**config.mk**
```make
export PLATFORM = sky130hd
export DESIGN_NAME = seq_detect_prog
export DESIGN_NICKNAME = d
export VERILOG_FILES = /design/src/rtl/seq_detect_prog.sv
export SDC_FILE = /design/constraint.sdc
export NUM_CORES = 1
export LEC_CHECK = 0
export CAP_MARGIN = 20
export CORE_ASPECT_RATIO = 1.4
export CORE_MARGIN = 1.5
export CORE_UTILIZATION = 35
export CTS_BUF_LIST = sky130_fd_sc_hd__clkbuf_8
export DETAILED_ROUTE_END_ITERATION = 8
export PLACE_DENSITY_LB_ADDON = 0.05
export SLEW_MARGIN = 0
export SYNTH_ARGS = -nofsm -noshare
export SYNTH_HDL_FRONTEND = slang
export SYNTH_SLANG_ARGS = --single-unit
```
**constraint.sdc**
```tcl
create_clock -name clk -period 2.9 [get_ports clk]
set_input_delay 0.435 -clock clk [delete_from_list [all_inputs] [get_ports clk]]
set_output_delay 0.435 -clock clk [all_outputs]
set_load 0.02 [all_outputs]
```
**src/rtl/seq_detect_prog.sv**
```systemverilog
// Programmable serial pattern detector (1..MAX_LEN bits), Mealy/Moore and overlap selectable.
// Optional saturating match counter built when SEQ_DET_COUNT_EN is defined.
module seq_detect_prog #(
    parameter int MAX_LEN = 8,
    parameter int LEN_W   = $clog2(MAX_LEN + 1),
    parameter int CNT_W   = 16
) (
    input  logic               clk,
    input  logic               rst_n,
    input  logic               cfg_load,
    input  logic [MAX_LEN-1:0] cfg_pattern,
    input  logic [LEN_W-1:0]   cfg_len,
    input  logic               din,
    input  logic               din_valid,
    input  logic               MACHINE,
    input  logic               OVERLAP,
    output logic               out,
    output logic [CNT_W-1:0]   match_cnt
);

    typedef enum logic [1:0] {
        ST_DISABLED = 2'd0,
        ST_FILL     = 2'd1,
        ST_ARMED    = 2'd2
    } state_t;

    localparam logic [LEN_W-1:0] MAX_LEN_W = LEN_W'(MAX_LEN);

    state_t             r_state;
    logic [MAX_LEN-1:0] r_pat;
    logic [MAX_LEN-2:0] r_hist;
    logic [LEN_W-1:0]   r_len;
    logic [LEN_W-1:0]   r_fill;
    logic               r_out;

    logic [MAX_LEN-1:0] w_window;
    logic [MAX_LEN-1:0] w_mask;
    logic [LEN_W-1:0]   w_len_clamp;
    logic [LEN_W-1:0]   w_fill_inc;
    logic               w_match;
    logic               w_hit;

    // ARMED means the incoming bit can complete a full-length window.
    function automatic state_t state_for(input logic [LEN_W-1:0] len,
                                         input logic [LEN_W-1:0] fill);
        if (len == '0)
            return ST_DISABLED;
        else if (fill >= len - LEN_W'(1))
            return ST_ARMED;
        else
            return ST_FILL;
    endfunction

    always_comb begin
        w_len_clamp = (cfg_len > MAX_LEN_W) ? MAX_LEN_W : cfg_len;
        w_fill_inc  = (r_fill == MAX_LEN_W) ? r_fill : r_fill + LEN_W'(1);
        w_window    = {r_hist, din};
        w_mask      = '0;
        for (int i = 0; i < MAX_LEN; i++) begin
            w_mask[i] = (LEN_W'(i) < r_len);
        end
        w_match = (((w_window ^ r_pat) & w_mask) == '0);
        // A load in the same cycle drops the incoming bit entirely.
        w_hit   = din_valid & ~cfg_load & (r_state == ST_ARMED) & w_match;
    end

    always_ff @(posedge clk or negedge rst_n) begin
        if (!rst_n) begin
            r_state <= ST_DISABLED;
            r_pat   <= '0;
            r_hist  <= '0;
            r_len   <= '0;
            r_fill  <= '0;
            r_out   <= 1'b0;
        end else if (cfg_load) begin
            r_pat   <= cfg_pattern;
            r_len   <= w_len_clamp;
            r_hist  <= '0;
            r_fill  <= '0;
            r_out   <= 1'b0;
            r_state <= state_for(w_len_clamp, '0);
        end else begin
            r_out <= w_hit;
            if (din_valid) begin
                r_hist <= w_window[MAX_LEN-2:0];
                if (w_hit && !OVERLAP) begin
                    r_fill  <= '0;
                    r_state <= state_for(r_len, '0);
                end else begin
                    r_fill  <= w_fill_inc;
                    r_state <= state_for(r_len, w_fill_inc);
                end
            end
        end
    end

    assign out = MACHINE ? w_hit : r_out;

`ifdef SEQ_DET_COUNT_EN
    logic [CNT_W-1:0] r_cnt;

    always_ff @(posedge clk or negedge rst_n) begin
        if (!rst_n)
            r_cnt <= '0;
        else if (cfg_load)
            r_cnt <= '0;
        else if (w_hit && (r_cnt != '1))
            r_cnt <= r_cnt + CNT_W'(1);
    end

    assign match_cnt = r_cnt;
`else
    assign match_cnt = '0;
`endif

endmodule

```
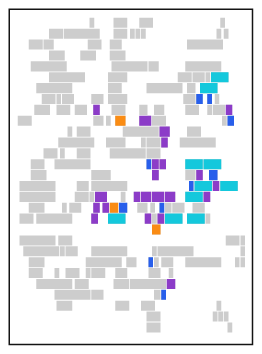
**Above:** gate families picked out.
Scale: 4 px per um.
[aoi and oai cells] purple | cells: 22
[nand cells] blue | cells: 10
[fa/ha/maj cells] cyan | cells: 10 | where: right middle
[and/or cells] orange | cells: 3
fin cells: 243
Comb area share: 44.4%

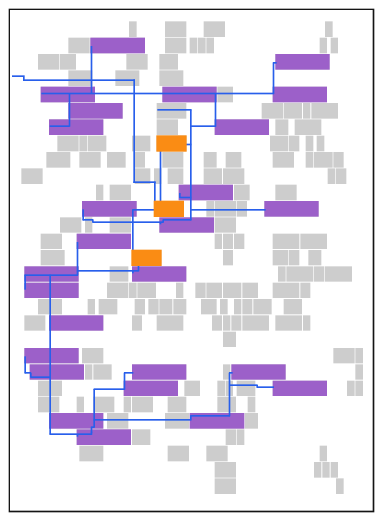
**Above:** routed clock nets over the placement.
Scale: 6 px per um.
[clock wires] blue | length: 332 um
[clock-net drivers] orange | count: 3
[flip-flops] purple | count: 26
flops lie: spread over the die
routed clock nets: 4
clock power share: 28.0%
final clock skew: 0.00206 ns
clk ins delay skew pair: 0.26 ns
Power Clock: 0.000232 W

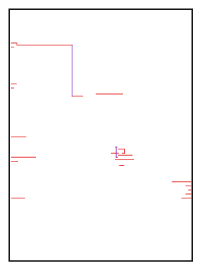
**Above:** metal layers overlaid.
Scale: 3 px per um. Only two layers are drawn.
[M3] red | wire length: 87.4 um
[M4] purple | wire length: 20.4 um
WL per Instance: 13.4 um
Vias: 1171

==> flow_metrics.tcl <==
# implementation run metrics
set metrics [dict create \
    buffers 25 \
    fin_util_pct 42.0 \
    comb_cells 117 \
    fin_ws_ns 0.166 \
    flops 26 \
    pg_seq_w 0.000404 \
    postPlaceCellArea_um2 1830 \
    crit_required_ns 2.47 \
    crit_path_start "r_len[0]" \
    status "completed" \
    regMostFlops "r_pat" \
    io_buffers 19 \
    slowest_delay_ns 0.48 \
    syn2layout_area_growth_pct 16.8 \
    async_flop_share_pct 100 \
    path_cells "inv_1 -> ha_1 -> inv_1 -> o21ai_1 -> a41oi_1 -> nor3_2 -> mux2_2 -> dlygate4sd2_1" \
    edf_count 0 \
    avgSynthCellArea_um2 10.2 \
    layout_top_cell "dfrtp_1" \
    cp.arrival_ns 2.30 \
    power_leader "registers" \
    nonClkBufAreaFrac_pct 12.4 \
    cts_hold_buf 0 \
    fin_area_um2 1890 \
    grt_pass1_vias 1127 \
    root_buffer "clkbuf_8" \
    met2_usage_pct 24.4 \
    overflow 0 \
    hold_path_class "in -> async" \
    cp_max_fo 7 \
    hold_viol_final 0 \
    powerDensity_nw_per_um2 438 \
    mostFrequentLayoutCells "dfrtp_1 (26), clkdlybuf4s50_1 (18), conb_1 (16)" \
    track_usage_pct 14.3 \
    fp_util_pct 36.0 \
    top_logic_kind "AND-OR/OR-AND gates" \
    die_y_um 83.4 \
    avgViaCountPerCell 4.82 \
    yosys_most_used_dff "dfrtp_1" \
    fin_setup_tns_ns 0 \
    ys_chip_area_um2 1620 \
    inverters 9 \
    layout.area.seq_um2 651 \
    grt_setup_unrepaired "false" \
    post_cts_resized 1 \
    r2r_end "r_fill[1]" \
    critical_path_buf_inv_count 3 \
    post-cts-setup-buffers 0 \
    power_w 0.000828 \
    period_minus_slack_ns 2.73 \
    chip_area_um2 5050 \
    powerComb_w 0.000192 \
    clk_pin_slew_ns 0.09 \
    dp_hpwl_um 2560 \
    core_um2 4500 \
    dominant_cells "combinational gates" \
    path_delay_family "buffers and inverters" \
    htreeDepth 1 \
    layout.nets 211 \
    crit_type "reg -> out" \
    drt_first_pass_iters 4 \
    largestRegisters "r_pat (8), r_hist (7)" \
    topCellsByArea "dfrtp_1 (40%), buf_4 (7.9%), ha_1 (7.7%)" \
    top_usage_layer "met2" \
    yosysTopAreaCell "dfrtp_1" \
    dp_slack_ns 0.0779 \
    cts_tree "yes" \
    use_met3_pct 2.49 \
    wirelength_um 3250 \
    whs_ns 0.530 \
    synth_area_um2 1620 \
    gp_congestion 0.762 \
    fill_cells 476 \
    nClkBuffers 4 \
    cp.depth 8 \
    vdd_ir_drop_max_mv 0.215 \
    synth_seq_share_pct 40.2 \
]
Power is estimated from default activity; no workload was simulated.
